**src/rtl/message_process_pkg.sv**
```systemverilog
// message_process shared types and line levels.
// Parity build option: MESSAGE_PROCESS_PARITY_EN.
package message_process_pkg;

  typedef enum logic [2:0] {
    IDLE,
    START,
    DATA,
    PAR,
    STOP
  } state_e;

  localparam logic IDLE_LEVEL  = 1'b1;
  localparam logic START_LEVEL = 1'b0;
  localparam logic STOP_LEVEL  = 1'b1;

  localparam int DIV_W = 16;

endpackage

```
**src/rtl/message_process_if.sv**
```systemverilog
// message_process request / serial line bundle.
// Controller drives send/message, transmitter drives data/busy.
interface message_process_if #(
  parameter int MSG_W = 5
) ();

  logic             send;
  logic [MSG_W-1:0] message;
  logic             data;
  logic             busy;

  modport master (
    output send,
    output message,
    input  data,
    input  busy
  );

  modport slave (
    input  send,
    input  message,
    output data,
    output busy
  );

endinterface

```
**src/rtl/message_process_bit_tick_gen.sv**
```systemverilog
// Bit-period divider: counts 0..CLK_DIV-1, one-cycle tick at terminal.
// Synchronous clear holds the count at zero.
module bit_tick_gen
  import message_process_pkg::*;
#(
  parameter int CLK_DIV = 100
) (
  input  logic clk,
  input  logic rst,
  input  logic clr,
  output logic tick
);

  localparam logic [DIV_W-1:0] LAST = DIV_W'(CLK_DIV - 1);

  logic [DIV_W-1:0] cnt_q, cnt_d;

  assign tick = (cnt_q == LAST);

  // next count: clear, wrap on terminal, else increment
  always_comb begin
    cnt_d = cnt_q + 1'b1;
    if (clr || tick) cnt_d = '0;
  end

  // divider register
  always_ff @(posedge clk or negedge rst) begin
    if (!rst) cnt_q <= '0;
    else      cnt_q <= cnt_d;
  end

endmodule

```
**src/rtl/message_process.sv**
```systemverilog
// Framed serial transmitter: start, MSG_W data bits LSB first, stop.
// Define MESSAGE_PROCESS_PARITY_EN to add an even parity bit.
module message_process
  import message_process_pkg::*;
#(
  parameter int MSG_W   = 5,
  parameter int CLK_DIV = 100
) (
  input logic             clk,
  input logic             rst,
  message_process_if.slave bus
);

  localparam int CNT_W = $clog2(MSG_W + 1);
  localparam logic [CNT_W-1:0] LAST_BIT = CNT_W'(MSG_W - 1);

  state_e           state_q, state_d;
  logic [MSG_W-1:0] shift_q, shift_d;
  logic [CNT_W-1:0] cnt_q, cnt_d;
  logic             send_q;
  logic             armed_q;
  logic             data_q, data_d;
  logic             busy_q, busy_d;
  logic             req;
  logic             tick;
`ifdef MESSAGE_PROCESS_PARITY_EN
  logic             par_q, par_d;
`endif

  // armed_q blocks a send already high when reset releases
  assign req = bus.send & ~send_q & armed_q;

  bit_tick_gen #(
    .CLK_DIV (CLK_DIV)
  ) u_tick (
    .clk  (clk),
    .rst  (rst),
    .clr  (state_q == IDLE),
    .tick (tick)
  );

  // frame sequencing, shift register and bit counter
  always_comb begin
    state_d = state_q;
    shift_d = shift_q;
    cnt_d   = cnt_q;
`ifdef MESSAGE_PROCESS_PARITY_EN
    par_d   = par_q;
`endif
    unique case (state_q)
      IDLE: if (req) begin
        state_d = START;
        shift_d = bus.message;
`ifdef MESSAGE_PROCESS_PARITY_EN
        par_d   = ^bus.message;
`endif
      end
      START: if (tick) state_d = DATA;
      DATA: if (tick) begin
        if (cnt_q == LAST_BIT) begin
          cnt_d = '0;
`ifdef MESSAGE_PROCESS_PARITY_EN
          state_d = PAR;
`else
          state_d = STOP;
`endif
        end else begin
          cnt_d   = cnt_q + 1'b1;
          shift_d = shift_q >> 1;
        end
      end
`ifdef MESSAGE_PROCESS_PARITY_EN
      PAR: if (tick) state_d = STOP;
`endif
      STOP: if (tick) state_d = IDLE;
      default: state_d = IDLE;
    endcase
  end

  // line level for the upcoming cycle, so outputs stay registered
  always_comb begin
    data_d = IDLE_LEVEL;
    busy_d = (state_d != IDLE);
    unique case (state_d)
      START: data_d = START_LEVEL;
      DATA:  data_d = shift_d[0];
`ifdef MESSAGE_PROCESS_PARITY_EN
      PAR:   data_d = par_d;
`endif
      STOP:  data_d = STOP_LEVEL;
      default: data_d = IDLE_LEVEL;
    endcase
  end

  // state and datapath registers
  always_ff @(posedge clk or negedge rst) begin
    if (!rst) begin
      state_q <= IDLE;
      shift_q <= '0;
      cnt_q   <= '0;
      send_q  <= 1'b0;
      armed_q <= 1'b0;
      data_q  <= IDLE_LEVEL;
      busy_q  <= 1'b0;
`ifdef MESSAGE_PROCESS_PARITY_EN
      par_q   <= 1'b0;
`endif
    end else begin
      state_q <= state_d;
      shift_q <= shift_d;
      cnt_q   <= cnt_d;
      send_q  <= bus.send;
      armed_q <= armed_q | ~bus.send;
      data_q  <= data_d;
      busy_q  <= busy_d;
`ifdef MESSAGE_PROCESS_PARITY_EN
      par_q   <= par_d;
`endif
    end
  end

  assign bus.data = data_q;
  assign bus.busy = busy_q;

endmodule

```
**src/flat_wrapper.sv**
```systemverilog
// flat-port wrapper written by rule: the top's interface ports become plain ports
module message_process_flat import message_process_pkg::*;
#(
  parameter int MSG_W   = 5,
  parameter int CLK_DIV = 100
)
  (clk, rst, bus_send, bus_message, bus_data, bus_busy);
  message_process_if #(.MSG_W(MSG_W)) bus_i ();
  input logic clk;
  input logic rst;
  input wire logic [$bits(bus_i.send)-1:0] bus_send;
  input wire logic [$bits(bus_i.message)-1:0] bus_message;
  output wire logic [$bits(bus_i.data)-1:0] bus_data;
  output wire logic [$bits(bus_i.busy)-1:0] bus_busy;
  assign bus_i.send = bus_send;
  assign bus_i.message = bus_message;
  assign bus_data = bus_i.data;
  assign bus_busy = bus_i.busy;
  message_process #(.MSG_W(MSG_W), .CLK_DIV(CLK_DIV)) u_core (.clk(clk), .rst(rst), .bus(bus_i));
endmodule
```
**config.mk**
```make
export PLATFORM = sky130hd
export DESIGN_NAME = message_process_flat
export DESIGN_NICKNAME = d
export VERILOG_FILES = /design/src/rtl/message_process_pkg.sv /design/src/rtl/message_process_if.sv /design/src/rtl/message_process_bit_tick_gen.sv /design/src/rtl/message_process.sv /design/src/flat_wrapper.sv
export SDC_FILE = /design/constraint.sdc
export NUM_CORES = 1
export LEC_CHECK = 0
export ABC_AREA = 1
export CELL_PAD_IN_SITES_DETAIL_PLACEMENT = 1
export CELL_PAD_IN_SITES_GLOBAL_PLACEMENT = 2
export CORE_ASPECT_RATIO = 0.8
export CORE_MARGIN = 5
export CORE_UTILIZATION = 38
export DETAILED_ROUTE_END_ITERATION = 8
export PLACE_DENSITY_LB_ADDON = 0.1
export SYNTH_ARGS = -nofsm -noshare
export SYNTH_HDL_FRONTEND = slang
export SYNTH_SLANG_ARGS = --single-unit
```
**constraint.sdc**
```tcl
create_clock -name clk -period 4.8 [get_ports clk]
set_clock_uncertainty 0.2 [all_clocks]
set_input_delay 0.72 -clock clk [delete_from_list [all_inputs] [get_ports clk]]
set_output_delay 0.72 -clock clk [all_outputs]
set_load 0.005 [all_outputs]
```
==> run_1/placed.png <==
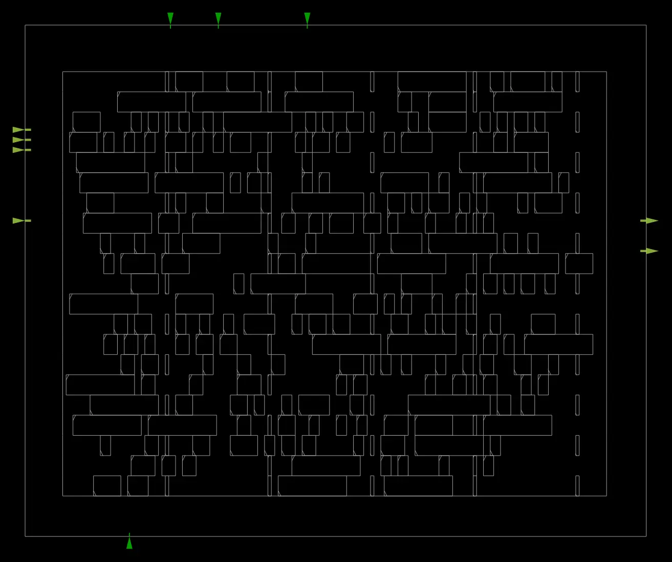
tap cells: 57
core area: 4180 um^2

==> run_1/port_trees.png <==
Drawn at 3 px/um.
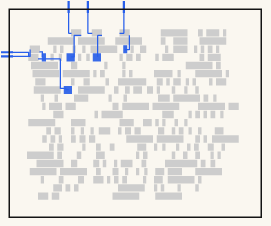
[blue] bus_message | direction: input | edge: 3 top, 2 left | end cells: 5 | buffers: 5 | wire: 90.1 um
# port buffers: 9
Top Ports: 10

==> run_1/pinout.png <==
Drawn at 6 px/um. Pins as bars across the die edge, other pins in grey.
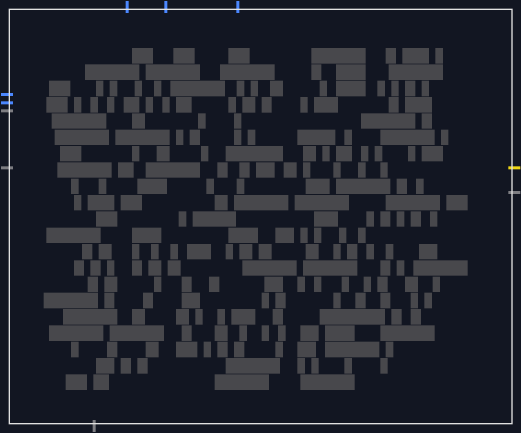
[yellow] bus_data | pins: 1 | direction: output | edge: right
[blue] bus_message | pins: 5 | direction: input | edge: 3 top, 2 left
Die X: 83.5 um
Die H: 68.8 um

==> run_1/layers.png <==
Drawn at 3 px/um. Only two layers are drawn.
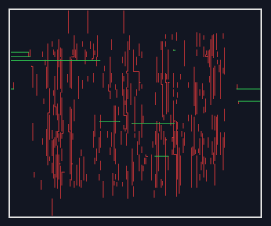
[green] M3 | wire length: 82.1 um
[red] M2 | wire length: 1540 um
global-route total usage across every layer: 0.151
vias post-DR: 1294
WL final: 3.70 mm
DR WL/cell: 13.9 um

==> results.json, run 1 <==
{
  "fill_cells": 502,
  "syn_area_per_cell_um2": 8.56,
  "place_inst": 258,
  "p_leak_nw": 0.910,
  "synth_flops": 31,
  "max_slew_margin": 0.674,
  "irDropWorstVdd_mv": 0.209,
  "async_flop_share": 1.00,
  "fin_crit_ns": 2.23,
  "dpl_cell_area_um2": 1810,
  "grt_antenna_before_repair": 0,
  "drc": 0,
  "warnings": 27,
  "dp_hpwl_mm": 2.89,
  "syn_area_um2": 1640,
  "crit_chain": "clkdlybuf4s50_1",
  "grt.overflow.total": 0,
  "required_ns": 3.88,
  "cts_setup_buffers": 0,
  "yosysChipArea_um2": 1640,
  "die-area_um2": 5750,
  "status": "completed",
  "worst-path-buf-inv": 1,
  "ff_type": "dfrtp_1",
  "cpPeakStageDelay_ns": 0.53,
  "fin_crit_sh": 0.465,
  "clk_latency_ns": 0.28,
  "p_per_area_nw_per_um2": 394,
  "diodes": 0,
  "gp_congestion": 0.774,
  "rows": 21,
  "arrival_ns": 1.31,
  "hold_class": "register to register",
  "syn_nets": 203,
  "viasPerCell": 4.86,
  "yosys-stat-cells": 192,
  "final.setup.tns_ns": 0,
  "grt_max_degree": 32,
  "crit_family": "flip-flops",
  "cts_sinks": 31,
  "logic_area_um2": 746
}
==> run 1: registers in the layout (all words and copies together), names as in the netlist <==
register / count
u_core.bus.busy: 1
u_core.armed_q: 1
u_core.cnt_q: 3
u_core.u_tick.cnt_q: 16
u_core.state_q: 3
u_core.shift_q: 5
u_core.bus.data: 1
u_core.send_q: 1
==> run 1: placed cells by master, fill, tap and decap left out, drive strengths merged <==
master          n
buf             1
dfstp           1
nor3           12
clkinv          2
nor2           35
clkdlybuf4s50   9
ha              3
clkbuf          6
o21ai           8
nand3          12
or2             1
nand2          37
a22oi           3
nand4           5
a21oi           9
dfrtp          30
inv            28
xor2            5
bufinv          1
o21a            1
==> run 1: path summary, 6_finish.rpt <==
check	start	to	depth (start not counted)	slack [ns]
max	u_core.bus.data	bus_data	1	2.57
min	u_core.armed_q	u_core.armed_q	1	0.27
max reg2reg	u_core.u_tick.cnt_q[0]	u_core.u_tick.cnt_q[2]	10	2.59
min reg2reg	u_core.armed_q	u_core.armed_q	1	0.27
max in group asynchronous	rst	u_core.bus.data	2	3.44
min in group asynchronous	rst	u_core.u_tick.cnt_q[5]	2	0.63
==> run 1: cells in the mapped netlist, drive strengths merged (3+ instances only) <==
cell type | instances | area share
a21oi | 9 | 0.027
ha | 3 | 0.023
inv | 28 | 0.064
xor2 | 5 | 0.027
dfrtp | 30 | 0.46
a22oi | 3 | 0.014
nor2 | 35 | 0.11
nand2 | 37 | 0.10
nand4 | 5 | 0.019
o21ai | 8 | 0.029
nand3 | 12 | 0.050
nor3 | 12 | 0.040
==> run 1: layout make-up <==
type                            count  area share
Sequential cell                    31       0.404
Multi-Input combinational cell    131       0.388
Inverter                           29      0.0592
Timing Repair Buffer               10      0.0507
Clock buffer                        6      0.0429
Tap cell                           57      0.0371
Clock inverter                      2      0.0182
==> run 1: cells by family after synthesis <==
kind of cell    synth area share
compound gates            0.0746
xor+xnor                  0.0266
fa+ha+maj                 0.0228
buf+inv                   0.0738
flops                      0.473
simple gates               0.330
==> run 1: metrics by stage <==
stage | util | power (mW) | hold WS [ns]
2_1_floorplan | - | 0.447 | 0.224
3_3_place_gp | 0.432 | 0.489 | 0.255
3_5_place_dp | 0.432 | 0.498 | 0.262
4_1_cts | 0.460 | 0.771 | 0.280
5_1_grt | 0.460 | 0.812 | 0.299
6_report | 0.460 | 0.759 | 0.274
==> run 1: metal layers <==
layer	routed length [um]	track usage	vias up	share of wire
met5	0	0	-	0
met4	55	0.0663	0	0.015
met3	82	0.0368	6	0.022
met2	1540	0.226	9	0.42
met1	2020	0.211	628	0.55
li1	-	-	651	-
==> run 1: power breakdown <==
| group | leakage, nW | internal, mW | total, mW | switching [mW] |
|---|---|---|---|---|
| logic | 0.450 | 0.0530 | 0.144 | 0.0911 |
| registers | 0.399 | 0.308 | 0.346 | 0.0373 |
| clock network | 0.0612 | 0.168 | 0.269 | 0.101 |
==> run_1/m2.png <==
Drawn at 6 px/um.
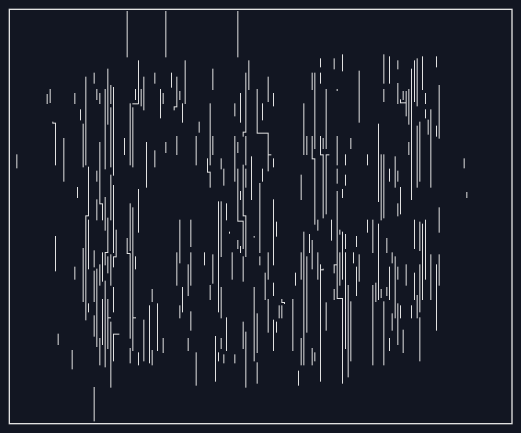

==> run 2: changes to the inputs <==
CORE_UTILIZATION = 32   (was 38)
clock period = 2.05 ns   (was 4.8 ns; I/O delays follow)
==> run_2/m2.png <==
Drawn at 4 px/um.
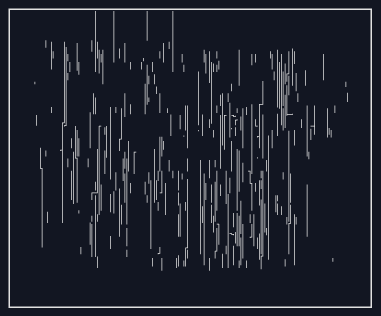
wire length on this layer: 1560 um
longest straight run: 30.9 um
nets with wire on the layer: 178
main direction: vertical
WL final: 3.81 mm
met2 Use GR: 0.188
vias post-DR: 1275

==> run_2/port_trees.png <==
Drawn at 3 px/um.
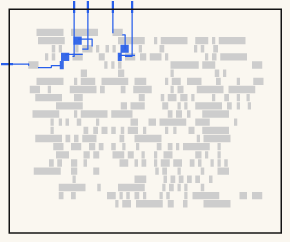
[blue] bus_message | direction: input | edge: 4 top, 1 left | end cells: 5 | buffers: 5 | wire: 93.3 um

==> run 2 against run 1 <==
- routed wire length is 3.1% higher
- sequential share of layout area grew 0.18 points
- via count shrank 1.5%
- combinational power went up to 2.5 times the previous value
- critical endpoint is now u_core.shift_q[2]
- synthesized cell count did not move
- clock power increased by 73%
- total power increased by 120%
- register-to-register slack worse by 2.4 ns
- global-route usage decreased by 2.4 points
- largest power group unchanged
- sequential power increased by 130%
==> results.json, run 2 <==
{
  "reg2reg_slack_ns": 0.14,
  "lay_top_count": "dfrtp_1",
  "top_register": "u_core.u_tick.cnt_q",
  "dpl_cell_area_um2": 1830,
  "reg_top3": "u_core.u_tick.cnt_q x16, u_core.shift_q x5",
  "drc": 0,
  "p_per_area_nw_per_um2": 855,
  "warnings": 27,
  "hold_slack_ns": 0.230,
  "synth_top_cell_by_count": "dfrtp_1",
  "viasPerCell": 4.67,
  "required_ns": 2.02,
  "die_x_um": 90.1,
  "gp_congestion": 0.769,
  "irDropWorstVdd_mv": 0.473,
  "power_mw": 1.64,
  "syn_area_um2": 1640,
  "die_h_um": 74.1,
  "synthTopCellsByCount": "30 x dfrtp_1, 29 x nand2_1, 27 x inv_1",
  "core_um2": 5010,
  "regToRegStartpoint": "u_core.u_tick.cnt_q[0]",
  "final_cell_mix": "30 x dfrtp_1, 28 x nand2_1, 27 x inv_1",
  "area_leaders": "dfrtp_1 46%, nand2_1 6.6%, inv_1 6.2%",
  "crit_chain": "ha_1, inv_1, nor2_1, nand2_2, nor2_8, nand3_4, nor2_4, nor2_2, nand2_1, nand2_1",
  "nets": 221,
  "crit_family": "simple AND/OR/NAND/NOR gates",
  "wl_per_cell_um": 14.0,
  "fin_crit_ns": 1.91,
  "antenna_left": 0,
  "cts_setup_buffers": 0,
  "final.setup.tns_ns": 0,
  "fin_crit_sh": 0.932,
  "grt_pass1_wl_mm": 6.75,
  "dp_hpwl_mm": 2.95,
  "clk_latency_ns": 0.28,
  "syn_nets": 203,
  "rows": 23,
  "fp_util": 0.328,
  "diodes": 0,
  "r2r_end": "u_core.shift_q[2]",
  "grt_max_degree": 32,
  "worst-path-buf-inv": 1,
  "ff_type": "dfrtp_1",
  "syn_area_per_cell_um2": 8.56,
  "max_slew_margin": 0.705,
  "cpPeakStageDelay_ns": 0.39,
  "top_area_cell": "dfrtp_1",
  "fill_cells": 610,
  "yosysChipArea_um2": 1640,
  "reg2reg_depth": 10,
  "hold_class": "input port to async pin",
  "status": "completed",
  "grt.overflow.total": 0,
  "largest_reg_flops": 16,
  "drtIter0Drc": 48,
  "rsz0062_at_grt": "false",
  "yosys-stat-cells": 192,
  "slew_violations": 0,
  "fmax_ghz": 0.524,
  "synth_cell_type_count": 27,
  "grt_pass1_vias": 1392,
  "cts_sinks": 31,
  "synth_flops": 31,
  "finalHoldViolations": 0,
  "synthDominantCellAreaShare": 0.457,
  "grt_antenna_before_repair": 0,
  "async_flop_share": 1.00,
  "die-area_um2": 6680,
  "grt.total_usage": 0.127,
  "arrival_ns": 1.88,
  "postCtsHoldBufs": 0,
  "io_buffers": 9,
  "p_leak_nw": 0.901,
  "ioPinCount": 10
}
run 2: per-stage QoR:
stage,worst slack (ns),util,std cells
after floorplan,0.381,-,192
after global placement,0.203,0.365,265
after detailed placement,0.127,0.365,265
after CTS,0.109,0.381,273
after global routing,0.000643,0.382,273
final,0.140,0.382,273
run 2: layout make-up:
cell class                 count  area, um^2  share of cell area
tap                           62        77.6              0.0405
clock buffer                   7        76.3              0.0399
sequential                    31         777               0.406
timing repair buffer          12         113              0.0588
clock inverter                 1        5.00             0.00261
multi-input combinational    131         752               0.393
inverter                      29         114              0.0595
run 2: power by group:
part / switching, mW / internal, mW / leakage (nW)
registers: 0.0859 / 0.722 / 0.399
clock network: 0.228 / 0.238 / 0.0422
logic: 0.225 / 0.136 / 0.460
total: 0.539 / 1.10 / 0.901
run 2: how the worst max path moves through the flow:
stage	depth (start not counted)	start	slack, ns	endpoint
global route	10	u_core.u_tick.cnt_q[0]	0.0006	u_core.shift_q[2]
CTS	10	u_core.u_tick.cnt_q[0]	0.11	u_core.u_tick.cnt_q[2]
finish	10	u_core.u_tick.cnt_q[0]	0.14	u_core.shift_q[2]
floorplan	10	u_core.u_tick.cnt_q[0]	0.38	u_core.shift_q[1]
global placement	10	u_core.u_tick.cnt_q[0]	0.20	u_core.shift_q[3]
detailed placement	10	u_core.u_tick.cnt_q[0]	0.13	u_core.u_tick.cnt_q[2]
run 2: layer usage:
layer | share of wire | track usage | up-vias | wire (um)
met2 | 0.41 | 0.188 | 17 | 1560
met5 | 0 | 0 | - | 0
met3 | 0.040 | 0.0313 | 2 | 153
met1 | 0.55 | 0.187 | 601 | 2080
li1 | - | - | 655 | -
met4 | 0.0034 | 0.0347 | 0 | 13
run 2: cell families after synthesis:
group                      Yosys count  share of synthesized area
DFF                                 31                      0.473
AOI/OAI and AO/OA                   21                     0.0746
adders and majority gates            3                     0.0228
and+or+nand+nor                    102                      0.330
xor gates and xnor gates             5                     0.0266
buffers and inverters               30                     0.0738
run 2: worst reg2reg max path: cells and delay by family, from the launching register on:
kind	cells	cell delay (ns)
adders and majority gates	1	0.24
and+or+nand+nor	8	0.90
DFF	1	0.39
buffers and inverters	1	0.08
No activity file was given, so power comes from the tool's default toggle rates.
